Fig. 1: nets reached from selected ports
Scale: 4 px per um.
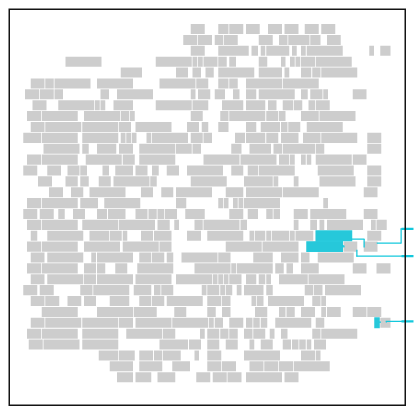
Fig. 2: signal wires by layer
Scale: 4 px per um. Two of the layers only.
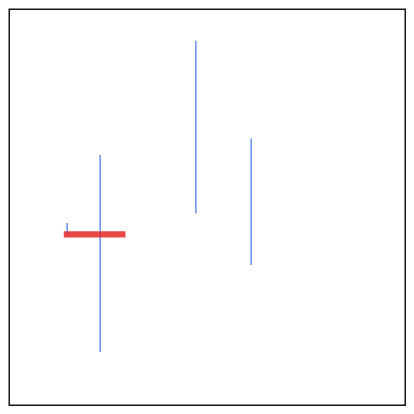
Fig. 3: where the registers sit
Scale: 6 px per um. Other sequential cells in the stronger gray, the rest of the logic in the fainter gray.
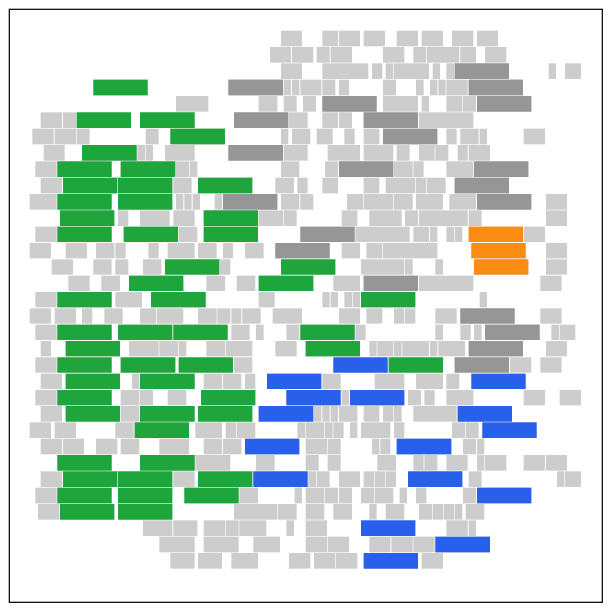
Fig. 4: placement view
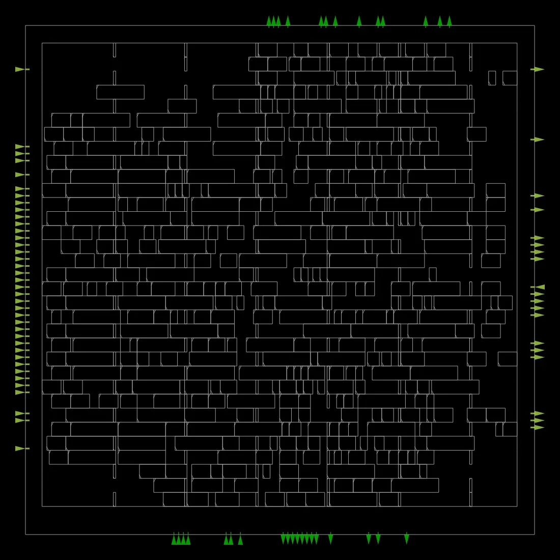
Fig. 5: signal metal coverage by tile
Scale: 4 px per um. 20 x 20 tiles, from dark blue (low) to red (high), scaled to the fullest tile. Values are wire area over tile area, all layers added.
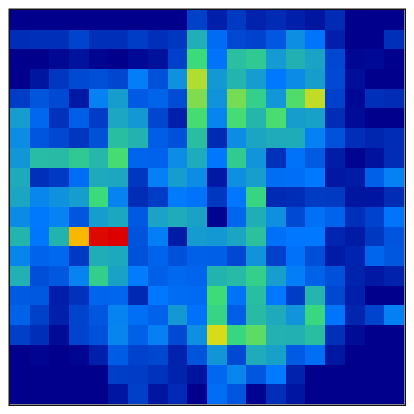
### src/rtl/seq_or_pkg.sv
// Shared types and elaboration helpers for the multi-branch OR sequence monitor.
// Branch delays travel as a packed vector of 4-bit fields, branch 0 in the low nibble.
package seq_or_pkg;

    localparam int unsigned MAX_BR = 8;
    localparam int unsigned MAX_VW = 32;
    localparam int unsigned DLY_W  = 4;

    typedef logic [MAX_BR*DLY_W-1:0] dly_vec_t;

    // One age slot: every branch of one attempt, sized for the widest configuration.
    typedef struct packed {
        logic                           started;
        logic [MAX_BR-1:0]              alive;
        logic [MAX_BR-1:0][MAX_VW-1:0]  v;
    } slot_t;

    function automatic int unsigned dly_at(input dly_vec_t dly, input int unsigned k);
        return 32'(dly[k*DLY_W +: DLY_W]);
    endfunction

    // Number of ages an attempt can live: launch, check, e compare, c_tail.
    function automatic int unsigned seq_len(input dly_vec_t dly, input int unsigned nbr);
        int unsigned mx;
        mx = 0;
        for (int unsigned k = 0; k < nbr; k++) begin
            if (dly_at(dly, k) > mx) mx = dly_at(dly, k);
        end
        return mx + 3;
    endfunction

endpackage

### src/rtl/seq_or_sat_cnt.sv
// Accumulating counter that adds a small increment each cycle and sticks at all-ones.
module seq_or_sat_cnt #(
    parameter int unsigned CNT_W = 16,
    parameter int unsigned ADD_W = 4
) (
    input  logic             clk,
    input  logic             reset,
    input  logic [ADD_W-1:0] add,
    output logic [CNT_W-1:0] cnt
);

    localparam int unsigned SW = ((CNT_W > ADD_W) ? CNT_W : ADD_W) + 1;
    localparam logic [SW-1:0] CntMax = (SW'(1) << CNT_W) - SW'(1);

    logic [SW-1:0]    sum;
    logic [CNT_W-1:0] cnt_d;

    always_comb begin
        sum   = SW'(cnt) + SW'(add);
        cnt_d = (sum > CntMax) ? {CNT_W{1'b1}} : sum[CNT_W-1:0];
    end

    always_ff @(posedge clk or posedge reset) begin
        if (reset) cnt <= '0;
        else       cnt <= cnt_d;
    end

endmodule

### src/rtl/seq_or_monitor.sv
// Synthesizable checker for an OR of per-branch local-variable sequences, one attempt
// launched per enabled cycle and tracked through a shift register of age slots.
module seq_or_monitor
    import seq_or_pkg::*;
#(
    parameter int unsigned          NUM_BR = 2,
    parameter int unsigned          VW     = 8,
    parameter logic [NUM_BR*4-1:0]  BR_DLY = {4'd2, 4'd1},
    parameter bit                   STRICT = 1'b0,
    parameter int unsigned          CNT_W  = 16,
    localparam int unsigned         L      = seq_len(dly_vec_t'(BR_DLY), NUM_BR),
    localparam int unsigned         NW     = $clog2(L + 1)
) (
    input  logic                 clk,
    input  logic                 reset,
    input  logic                 enable,
    input  logic [NUM_BR-1:0]    start,
    input  logic [NUM_BR*VW-1:0] br_val,
    input  logic [NUM_BR*VW-1:0] chk_val,
    input  logic [VW-1:0]        e_val,
    input  logic                 c_tail,
    output logic                 pass,
    output logic                 fail,
    output logic [2:0]           pass_br,
    output logic [NW-1:0]        pass_num,
    output logic [NW-1:0]        fail_num,
    output logic [CNT_W-1:0]     pass_cnt,
    output logic [CNT_W-1:0]     fail_cnt
);

    localparam dly_vec_t DLY_X = dly_vec_t'(BR_DLY);

    // Inputs widened to the package slot layout (VW must not exceed MAX_VW).
    logic [MAX_BR-1:0]             start_x;
    logic [MAX_BR-1:0][MAX_VW-1:0] br_x;
    logic [MAX_BR-1:0][MAX_VW-1:0] chk_x;
    logic [MAX_VW-1:0]             e_x;

    always_comb begin
        start_x = '0;
        br_x    = '0;
        chk_x   = '0;
        for (int k = 0; k < NUM_BR; k++) begin
            start_x[k] = start[k];
            br_x[k]    = MAX_VW'(br_val[k*VW +: VW]);
            chk_x[k]   = MAX_VW'(chk_val[k*VW +: VW]);
        end
    end

    assign e_x = MAX_VW'(e_val);

    slot_t slot_q   [1:L-1];
    slot_t slot_cur [L];

    logic [L-1:0][MAX_BR-1:0] alive_nxt;
    logic [L-1:0][2:0]        br_a;
    logic [L-1:0]             match_a;
    logic [L-1:0]             fail_a;
    logic                     strict_fail;

    assign strict_fail = STRICT && enable && (start == '0);

    // Age 0 is the launch cycle itself and is never registered.
    always_comb begin
        slot_cur[0] = '{started: enable, alive: start_x, v: br_x};
        for (int a = 1; a < L; a++) slot_cur[a] = slot_q[a];
    end

    for (genvar a = 0; a < L; a++) begin : g_age
        localparam int unsigned AGE = a;

        logic [MAX_BR-1:0] live;
        logic [MAX_BR-1:0] kill;
        logic [MAX_BR-1:0] hit;
        logic [2:0]        br;

        assign live = slot_cur[a].started ? slot_cur[a].alive : '0;

        always_comb begin
            kill = '0;
            hit  = '0;
            br   = '0;
            for (int k = 0; k < MAX_BR; k++) begin
                if (live[k]) begin
                    if (AGE == dly_at(DLY_X, k)) begin
                        kill[k] = chk_x[k] != slot_cur[a].v[k];
                    end else if (AGE == dly_at(DLY_X, k) + 1) begin
                        kill[k] = e_x != slot_cur[a].v[k];
                    end else if (AGE == dly_at(DLY_X, k) + 2) begin
                        hit[k]  = c_tail;
                        kill[k] = ~c_tail;
                    end
                end
            end
            for (int k = MAX_BR - 1; k >= 0; k--) begin
                if (hit[k]) br = 3'(k);
            end
        end

        // A match retires the whole attempt, so sibling kills never turn into a fail.
        assign match_a[a]   = |hit;
        assign alive_nxt[a] = match_a[a] ? '0 : (live & ~kill);
        assign br_a[a]      = br;
        assign fail_a[a]    = ((|live) & ~(|(live & ~kill)) & ~match_a[a])
                            | ((AGE == 0) & strict_fail);
    end

    always_ff @(posedge clk or posedge reset) begin
        if (reset) begin
            for (int a = 1; a < L; a++) slot_q[a] <= '0;
        end else begin
            for (int a = 1; a < L; a++) begin
                slot_q[a] <= '{started: slot_cur[a-1].started,
                               alive:   alive_nxt[a-1],
                               v:       slot_cur[a-1].v};
            end
        end
    end

    logic [NW-1:0] pnum_d;
    logic [NW-1:0] fnum_d;
    logic [2:0]    br_d;

    // Ascending scan leaves the oldest passing slot's branch in br_d.
    always_comb begin
        pnum_d = '0;
        fnum_d = '0;
        br_d   = pass_br;
        for (int a = 0; a < L; a++) begin
            pnum_d = pnum_d + NW'(match_a[a]);
            fnum_d = fnum_d + NW'(fail_a[a]);
            if (match_a[a]) br_d = br_a[a];
        end
    end

    always_ff @(posedge clk or posedge reset) begin
        if (reset) begin
            pass     <= 1'b0;
            fail     <= 1'b0;
            pass_br  <= '0;
            pass_num <= '0;
            fail_num <= '0;
        end else begin
            pass     <= |match_a;
            fail     <= |fail_a;
            pass_br  <= br_d;
            pass_num <= pnum_d;
            fail_num <= fnum_d;
        end
    end

    seq_or_sat_cnt #(
        .CNT_W (CNT_W),
        .ADD_W (NW)
    ) u_pass_cnt (
        .clk   (clk),
        .reset (reset),
        .add   (pnum_d),
        .cnt   (pass_cnt)
    );

    seq_or_sat_cnt #(
        .CNT_W (CNT_W),
        .ADD_W (NW)
    ) u_fail_cnt (
        .clk   (clk),
        .reset (reset),
        .add   (fnum_d),
        .cnt   (fail_cnt)
    );

endmodule

### config.mk
export PLATFORM = sky130hd
export DESIGN_NAME = seq_or_monitor
export DESIGN_NICKNAME = d
export VERILOG_FILES = /design/src/rtl/seq_or_pkg.sv /design/src/rtl/seq_or_sat_cnt.sv /design/src/rtl/seq_or_monitor.sv
export SDC_FILE = /design/constraint.sdc
export NUM_CORES = 1
export LEC_CHECK = 0
export CORE_MARGIN = 3
export CORE_UTILIZATION = 45
export CTS_CLUSTER_SIZE = 40
export DETAILED_ROUTE_END_ITERATION = 10
export GPL_TIMING_DRIVEN = 0
export PLACE_DENSITY = 0.76
export SETUP_SLACK_MARGIN = 0.05
export SKIP_CTS_REPAIR_TIMING = 1
export SLEW_MARGIN = 20
export SYNTH_ARGS = -nofsm -noshare
export SYNTH_HDL_FRONTEND = slang
export SYNTH_SLANG_ARGS = --single-unit
### constraint.sdc
create_clock -name clk -period 3.7 [get_ports clk]
set_input_delay 0.925 -clock clk [delete_from_list [all_inputs] [get_ports clk]]
set_output_delay 0.925 -clock clk [all_outputs]
set_load 0.01 [all_outputs]
==> ds_physical_params.txt <==
Summary of implementation characteristics

Parameter                              Value

Timing
  Least-Margin Pin Slew .................. 579.1 ps
  Minimum setup slack in the final design .................. -58.51 ps
  Setup violation total in the final timing report .................. 12
  Final critical-path share of the clock period .................. 101.6%
  Slew margin rel. .................. 61.39%

Power and ir drop
  Maximum resistive drop on vdd .................. around 0.00025 V

Yosys
  Dominant non-sequential cell family after synthesis .................. simple AND/OR/NAND/NOR gates
  Synthesis warning total .................. 0
  Post-synthesis share of cell area spent on full adders, half adders and majority gates .................. ~4.8%
  Total standard cell area after synthesis .................. slightly below 4000 um^2
  Most area-hungry cell type in the Yosys netlist .................. dfrtp_1
  Cell with the most instances after synthesis .................. dfrtp_1
  Sequential-to-total area share from yosys stat .................. between 50% and 60%
  Main area contributors .................. dfrtp_1 (60%), xnor2_1 (6.1%), ha_1 (3.2%)
  Mux share .................. ~1.4%

Critical path
  Data required time at the worst endpoint .................. between 3000 and 4000 ps
  Worst reg-to-reg path cell count .................. 15
  Reg2Reg Launch Point .................. slot_cur[569]$_DFF_PP0_
  Largest driver fanout on the critical path .................. 6

CTS
  Clock latency on the worst-skew pair .................. 350 ps
  Clock transition at path regs .................. roughly 90 ps
  Max H-tree Level .................. 3

Placed design
  Worst setup slack before clock tree synthesis .................. -773.2 ps
  Area post-placement .................. 4927 um^2
  Number of I/O port buffers .................. between 80 and 90

Floorplan
  IO Count .................. a little under 90
  Share of the core filled by cells before placement .................. 46.73%

Final layout
  Most common library cell in the layout ignoring fill and taps .................. dfrtp_1
  Cell class with the largest area share .................. registers
  Antenna Diode Count .................. 1
  Share of cell area taken by multi-input logic gates .................. around 30%
  Clock network area share .................. between 3 and 4%
  Clock buffer count .................. 11

Hold path
  Hold path startpoint .................. slot_cur[827]$_DFF_PP0_

Status
  Result of the run .................. finished, violations left
  Failing checks .................. negative setup slack
About Fig. 1:
cyan -> `pass_num`  # direction output, edge east, end cells 3, wire 33.2 um

About Fig. 2:
blue -> met4  # wire length 126 um
red -> met5  # wire length 13.8 um

About Fig. 3:
orange -> `fail_num`  # sequential cells 3
blue -> `u_pass_cnt.cnt`  # sequential cells 16
green -> `slot_cur`  # sequential cells 52
not colored = 21

About Fig. 4:
sequential portion of the cell area: 44.01%
flip-flops: 92
row count: 33
utilization of the core after routing: 63.35%
filler instances: 666

About Fig. 5:
mean over tiles = 0.12
fullest tile = 0.61
tiles over half the peak = 3.7%
detail-routed net length per standard cell: 13.51 um
Overall Global Routing Usage: 14.99%
DR vias: 2540
DRT Wirelength: 7173 um

-- metal layers --
metal | global-route usage [%] | part of all wire, % | routed length, um | vias up
met5 | 0 | 0.18 | 13 | -
met4 | 6.933 | 1.7 | 125 | 2
met3 | 4.671 | 6.7 | 483 | 11
met2 | 24.49 | 48 | 3476 | 64
met1 | 18.22 | 43 | 3073 | 1193
li1 | - | - | - | 1270
-- state kept, by name, summed over array words and instances, names as in the netlist --
register	flops
u_pass_cnt.cnt	16
pass_br	1
fail	1
pass_num	2
u_fail_cnt.cnt	16
fail_num	3
pass	1
slot_cur	52
-- report_power, final --
group	internal, mW	switching [mW]
registers	1.06	0.0542
clock network	0.262	0.334
logic	0.164	0.117
Power figures rest on the tool's default switching activity, not on a simulated workload.
